--- src/rtl/cpu_pkg.sv ---
// cpu_pkg: shared opcodes, FSM encodings and register-field helpers for the 8-bit five-stage CPU.
package cpu_pkg;
  localparam int REG_AW = 3;
  localparam logic [3:0] OP_LD     = 4'd0;
  localparam logic [3:0] OP_ST     = 4'd1;
  localparam logic [3:0] OP_ADD    = 4'd2;
  localparam logic [3:0] OP_ADDI   = 4'd3;
  localparam logic [3:0] OP_ALU_LO = 4'd4;
  localparam logic [3:0] OP_BEQ    = 4'd8;
  localparam logic [3:0] OP_J      = 4'd9;
  typedef enum logic [1:0] {ST_RUN = 2'd0, ST_MWAIT = 2'd1, ST_HALT = 2'd2} state_t;
  function automatic logic uses_rs(input logic [3:0] op);
    return op <= OP_BEQ;
  endfunction
  function automatic logic uses_rt(input logic [3:0] op);
    return op == OP_ST || op == OP_ADD || (op >= OP_ALU_LO && op <= OP_BEQ);
  endfunction
endpackage

--- src/rtl/hazard_detect.sv ---
// hazard_detect: combinational load-use and branch-operand hazard decode for the ID stage.
module hazard_detect #(
  parameter int REG_AW = cpu_pkg::REG_AW
) (
  input  logic [3:0]        i_id_op,
  input  logic [REG_AW-1:0] i_id_rs,
  input  logic [REG_AW-1:0] i_id_rt,
  input  logic              i_idex_regwr,
  input  logic              i_idex_memrd,
  input  logic [REG_AW-1:0] i_idex_wreg,
  input  logic              i_exmem_memrd,
  input  logic [REG_AW-1:0] i_exmem_wreg,
  output logic              o_lu_haz,
  output logic              o_br_haz
);
  import cpu_pkg::*;
  logic w_rs_idex, w_rt_idex, w_beq;
  assign w_rs_idex = uses_rs(i_id_op) && i_idex_wreg == i_id_rs;
  assign w_rt_idex = uses_rt(i_id_op) && i_idex_wreg == i_id_rt;
  assign w_beq     = i_id_op == OP_BEQ;
  assign o_lu_haz  = i_idex_memrd && (w_rs_idex || w_rt_idex);
  // beq compares in ID, so it must wait for any in-flight ALU result and for a load until after MEM
  assign o_br_haz  = w_beq && ((i_idex_regwr && (i_idex_wreg == i_id_rs || i_idex_wreg == i_id_rt)) ||
                               (i_exmem_memrd && (i_exmem_wreg == i_id_rs || i_exmem_wreg == i_id_rt)));
endmodule

--- src/rtl/hazard_stall_ctrl.sv ---
// hazard_stall_ctrl: pipeline hazard/stall sequencer with memory-wait FSM, timeout halt
// and saturating stall/flush performance counters.
module hazard_stall_ctrl #(
  parameter int REG_AW       = cpu_pkg::REG_AW,
  parameter int CNT_W        = 16,
  parameter int WAIT_TIMEOUT = 15
) (
  input  logic              clk,
  input  logic              rst_n,
  input  logic [3:0]        id_op,
  input  logic [REG_AW-1:0] id_rs,
  input  logic [REG_AW-1:0] id_rt,
  input  logic              idex_regwr,
  input  logic              idex_memrd,
  input  logic [REG_AW-1:0] idex_wreg,
  input  logic              exmem_memrd,
  input  logic [REG_AW-1:0] exmem_wreg,
  input  logic              dmem_req,
  input  logic              dmem_ack,
  input  logic              br_taken,
  input  logic              perf_clr,
  output logic              ctrl_mux,
  output logic              pc_we,
  output logic              ifid_we,
  output logic              pipe_hold,
  output logic              pcsrc_o,
  output logic              ifflush_o,
  output logic              halted,
  output logic [CNT_W-1:0]  stall_cnt,
  output logic [CNT_W-1:0]  flush_cnt
);
  import cpu_pkg::*;
  localparam int WW = $clog2(WAIT_TIMEOUT + 1);
  localparam logic [WW-1:0] W_TO = WW'(WAIT_TIMEOUT);
  state_t r_state, w_state_n;
  logic [WW-1:0] r_wcnt, w_wcnt_n;
  logic [CNT_W-1:0] r_stall, r_flush;
  logic w_lu_haz, w_br_haz, w_haz, w_frz, w_go;
  hazard_detect #(.REG_AW(REG_AW)) u_hd (
    .i_id_op(id_op), .i_id_rs(id_rs), .i_id_rt(id_rt),
    .i_idex_regwr(idex_regwr), .i_idex_memrd(idex_memrd), .i_idex_wreg(idex_wreg),
    .i_exmem_memrd(exmem_memrd), .i_exmem_wreg(exmem_wreg),
    .o_lu_haz(w_lu_haz), .o_br_haz(w_br_haz)
  );
  // an ack completes the access this cycle, so it never holds the pipeline
  assign w_frz = r_state == ST_HALT || (!dmem_ack && (r_state == ST_MWAIT || dmem_req));
  assign w_haz = w_lu_haz || w_br_haz;
  assign w_go  = !w_frz && !w_haz;
  assign pipe_hold = w_frz;
  assign ctrl_mux  = !w_frz && w_haz;
  assign pc_we     = w_go;
  assign ifid_we   = w_go;
  assign pcsrc_o   = w_go && br_taken;
  assign ifflush_o = w_go && br_taken;
  assign halted    = r_state == ST_HALT;
  assign stall_cnt = r_stall;
  assign flush_cnt = r_flush;
  always_comb begin
    w_state_n = r_state;
    w_wcnt_n  = r_wcnt;
    case (r_state)
      ST_RUN: if (dmem_req && !dmem_ack) begin
        w_state_n = ST_MWAIT;
        w_wcnt_n  = WW'(1);
      end
      ST_MWAIT: if (dmem_ack) begin
        w_state_n = ST_RUN;
        w_wcnt_n  = '0;
      end else if (r_wcnt == W_TO) w_state_n = ST_HALT;
      else w_wcnt_n = r_wcnt + 1'b1;
      default: ;
    endcase
  end
  always_ff @(posedge clk or negedge rst_n) begin
    if (!rst_n) begin
      r_state <= ST_RUN;
      r_wcnt  <= '0;
      r_stall <= '0;
      r_flush <= '0;
    end else begin
      r_state <= w_state_n;
      r_wcnt  <= w_wcnt_n;
      r_stall <= perf_clr ? '0 : (pipe_hold || ctrl_mux) && !(&r_stall) ? r_stall + 1'b1 : r_stall;
      r_flush <= perf_clr ? '0 : ifflush_o && !(&r_flush) ? r_flush + 1'b1 : r_flush;
    end
  end
endmodule

--- config.mk ---
export PLATFORM = sky130hd
export DESIGN_NAME = hazard_stall_ctrl
export DESIGN_NICKNAME = d
export VERILOG_FILES = /design/src/rtl/cpu_pkg.sv /design/src/rtl/hazard_detect.sv /design/src/rtl/hazard_stall_ctrl.sv
export SDC_FILE = /design/constraint.sdc
export NUM_CORES = 1
export LEC_CHECK = 0
export CAP_MARGIN = 10
export CORE_MARGIN = 2
export CORE_UTILIZATION = 49
export DETAILED_ROUTE_END_ITERATION = 6
export PLACE_DENSITY = 0.81
export SETUP_SLACK_MARGIN = 0.5
export SYNTH_ARGS = -nofsm -noshare
export SYNTH_HDL_FRONTEND = slang
export SYNTH_SLANG_ARGS = --single-unit
--- constraint.sdc ---
create_clock -name clk -period 2.5 [get_ports clk]
set_input_delay 0.375 -clock clk [delete_from_list [all_inputs] [get_ports clk]]
set_output_delay 0.375 -clock clk [all_outputs]
set_load 0.05 [all_outputs]
==> impl_metrics.csv <==
group,metric,value,unit
setup_path,cp.required,2120,ps
logic_synthesis,yosys_cells,266,
final_timing,setup_viol,0,
clock_tree,cts_tree,"yes",
logic_synthesis,synth_cell_type_count,43,
final_timing,final.setup_skew,4.56,ps
die,die_w,73.5,microns
grt,grt_first_pass_wirelength,10.7,mm
run,warning_count,29,
logic_synthesis,yosys_area,0.00236,sq mm
finish,mostFrequentLayoutCell,"clkdlybuf4s50_1",
finish,diodes,0,
grt,grt_antenna_before_repair,0,
logic_synthesis,postSynthAreaPerCell,8.89,sq um
run,max-cap-violations,0,
finish,layout_top_cells,"clkdlybuf4s50_1, buf_4, dfrtp_2, nor2_1, a21oi_1",
logic_synthesis,synth_area,0.00236,sq mm
final_timing,max_freq,489,MHz
clock_tree,clk_pin_slew,80,ps
logic_synthesis,ys.flops,38,
clock_tree,cts_buffers,5,
setup_path,path_class,"in2out",
final_timing,hold_viol,0,
logic_synthesis,ys_top_cells_by_count,"dfrtp_1, nor2_1, a21oi_1",
setup_path,path_cells,"dlygate4sd2_1 > o2111ai_2 > a21oi_2 > o22ai_4 > buf_6 > and3_4 > buf_12",
logic_synthesis,syn_inst,266,
drt,drc,0,
die,fp.coreArea,0.00469,sq mm
finish,seq_area,981,sq um
logic_synthesis,yosys_warnings,0,
setup_path,max_stage_delay,300,ps
clock_tree,numClockSinks,38,
clock_tree,htree_levels,2,
die,die_y,73.5,microns
finish,layout.nets,384,
drt,vias_per_cell,6.12,
setup_path,path_buffers,3,
final_timing,max_slew_margin,0.419,
power,powerDensity,396,mW/mm^2
setup_path,arrival,1670,ps
final_timing,worst_pin_slew,871,ps
placement,dpl.hpwl,4.29,mm
setup_path,end_kind,"output pin",
logic_synthesis,synth-edff-count,0,
placement,numPortBuffers,63,
clock_tree,cts.path.max_buffers,2,
finish,final_core_util,0.799,
placement,dp_cells,383,
setup_path,cp_max_fo,3,
setup_path,r2r_slack,500,ps
clock_tree,hold_buffers,0,
placement,gp_congestion,0.879,
final_timing,final.min_clock_period,2040,ps
logic_synthesis,yosysSeqAreaShare,0.402,
drt,ant_nets,0,
clock_tree,clk_latency,300,ps
logic_synthesis,synth_nets,294,
power,ir_worst_vdd,307,uV
drt,wl_per_cell,18.2,microns
logic_synthesis,largest_area_cell,"dfrtp_1",
setup_path,cp_slowest_cell,"dlygate4sd2_1",
setup_path,cp_top_family,"buffers and inverters",
finish,n_fill_cell,277,
final_timing,rsz0062_at_grt,"yes",
hold_path,hold_class,"in2async",
logic_synthesis,ys_async_sr_fraction,1.00,
clock_tree,cts_resized,101,
final_timing,drv_slew,0,
final_timing,finalSetupTns,0,ps
die,ios,64,
finish,drive_gt1_frac,0.384,
clock_tree,clock_tree.root_cell,"clkbuf_8",
clock_tree,cts_setup_buffers,8,
drt,drt-initial-drc-count,249,
drt,dr.pass1.iters,4,
grt,grt_pass1_vias,2224,
logic_synthesis,top_cell_area_share,0.402,
logic_synthesis,flop_cell,"dfrtp_1",
logic_synthesis,yosysMostFrequentCell,"dfrtp_1",
outcome,status,"completed",
final_timing,fin_crit_sh,0.818,
finish,combGateArea,0.00162,sq mm
logic_synthesis,top_cells_by_area,"dfrtp_1, xnor2_1, a21oi_1",
setup_path,cp-start-kind,"primary input",
grt,grt_max_degree,39,
die,initial_core_util,0.504,
die,die-area,0.00540,sq mm
finish,final_cells,411,
grt,grt.total_usage,0.257,
die,num_rows,25,
finish,area_growth,58.5,%
power,power.leakage,1.51,nW
grt,grt.overflow.total,0,
[path summary, 6_finish.rpt]
kind | start | cells after the start | endpoint
max | id_op[2] | 7 | pcsrc_o
min | rst_n | 1 | flush_cnt[5]
max reg2reg | flush_cnt[5] | 8 | flush_cnt[0]
min reg2reg | flush_cnt[10] | 2 | flush_cnt[10]
max in group asynchronous | rst_n | 1 | stall_cnt[3]
min in group clk | dmem_ack | 2 | r_state[0]
[routing by layer]
metal / GRT usage / wire, microns / part of all wire / up-vias
li1: - / - / - / 1143
met1: 0.337 / 3000 / 0.40 / 1240
met2: 0.423 / 3900 / 0.52 / 110
met3: 0.0425 / 406 / 0.054 / 21
met4: 0.101 / 193 / 0.026 / 0
met5: 0 / 0 / 0 / -
[through the flow]
stage	setup WS (ps)	hold slack [ps]	total power [mW]	area [sq um]
final	456	180	1.48	3750
after global routing	396	245	1.53	3750
after CTS	491	224	1.44	3490
after detailed placement	-62.9	527	0.896	3220
after global placement	-19.2	530	0.892	3220
after floorplan	416	79.4	0.772	2460
[cell families after synthesis]
| family | Yosys count | synth area share |
|---|---|---|
| mux | 9 | 0.0418 |
| flops | 38 | 0.402 |
| compound gates | 58 | 0.159 |
| simple gates | 119 | 0.268 |
| buf+inv | 20 | 0.0423 |
| xor+xnor | 19 | 0.0704 |
| fa+ha+maj | 3 | 0.0159 |
[final cells by class]
type,count,share of cell area
timing repair buffer,96,0.254
multi-input combinational,208,0.431
sequential,38,0.262
clock buffer,7,0.0204
tap,54,0.0180
inverter,7,0.00701
clock inverter,1,0.00801
[where the power goes]
| group | switching, mW | internal (mW) | leakage [nW] |
|---|---|---|---|
| sequential | 0.0121 | 0.621 | 0.475 |
| combinational | 0.171 | 0.148 | 0.978 |
| clock | 0.233 | 0.299 | 0.0524 |
Figure 1. The metal 1 layer.
Supply wires on this layer in gray.
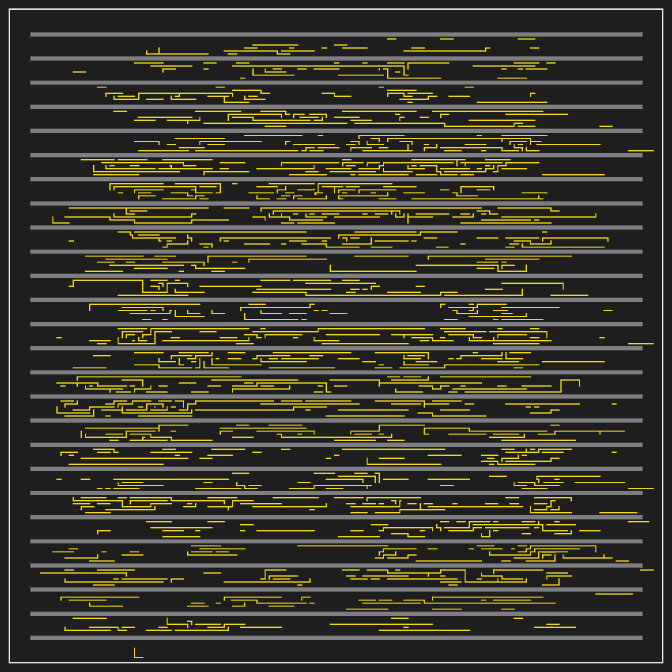
share of all routed wire: 40%
nets with wire on the layer: 349
total number of vias: 2514
drt total wl: 7.50 mm

Figure 2. Cell placement.
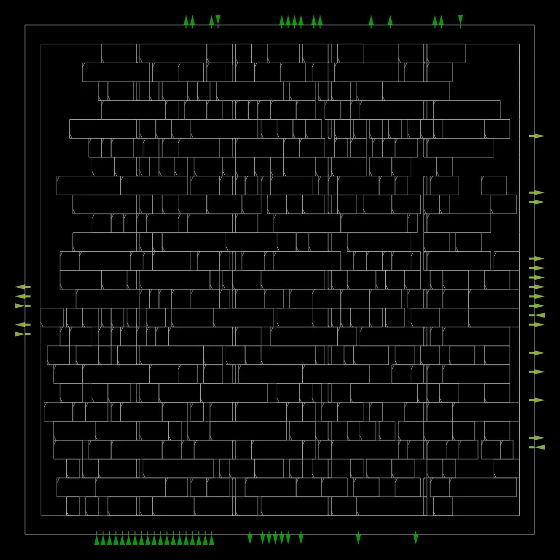
Seq/total area: 0.262
number of well taps: 54
FFs & Latches: 38

Figure 3. Cell classes on the final placement.
The bar under the picture is 20 microns long. Fill, decap, tap and diode cells in gray.
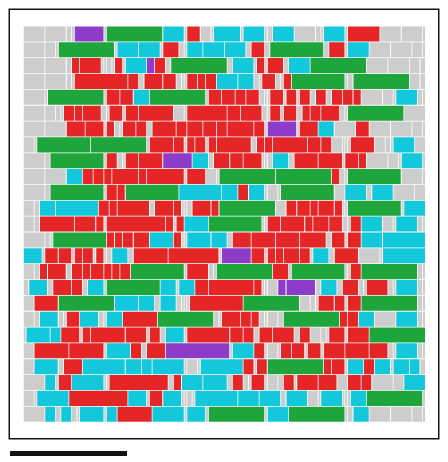
| class | color | cells | share of their area |
|---|---|---|---|
| registers | green | 38 | 27% |
| clock drivers and dummy loads | purple | 8 | 2.9% |
| remaining buffers and delay cells | cyan | 96 | 26% |
| remaining logic cells | red | 215 | 45% |

Figure 4. Wire density map.
The die is cut into 15 by 15 equal tiles; black is low, pale yellow is high, scaled to the fullest tile. Values are wire area over tile area, all layers added.
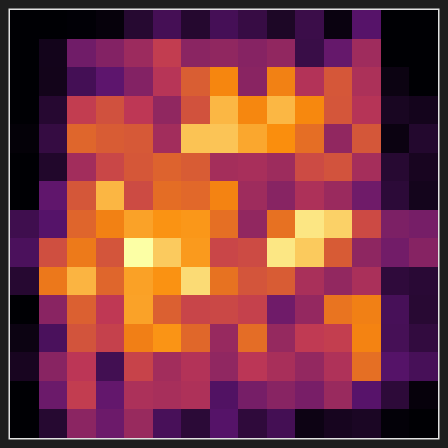
mean over tiles: 0.22
densest ninth of the die: middle
tiles over half the peak: 38%
emptiest ninth of the die: top left
fullest tile: 0.56

No activity file was given, so power comes from the tool's default toggle rates.
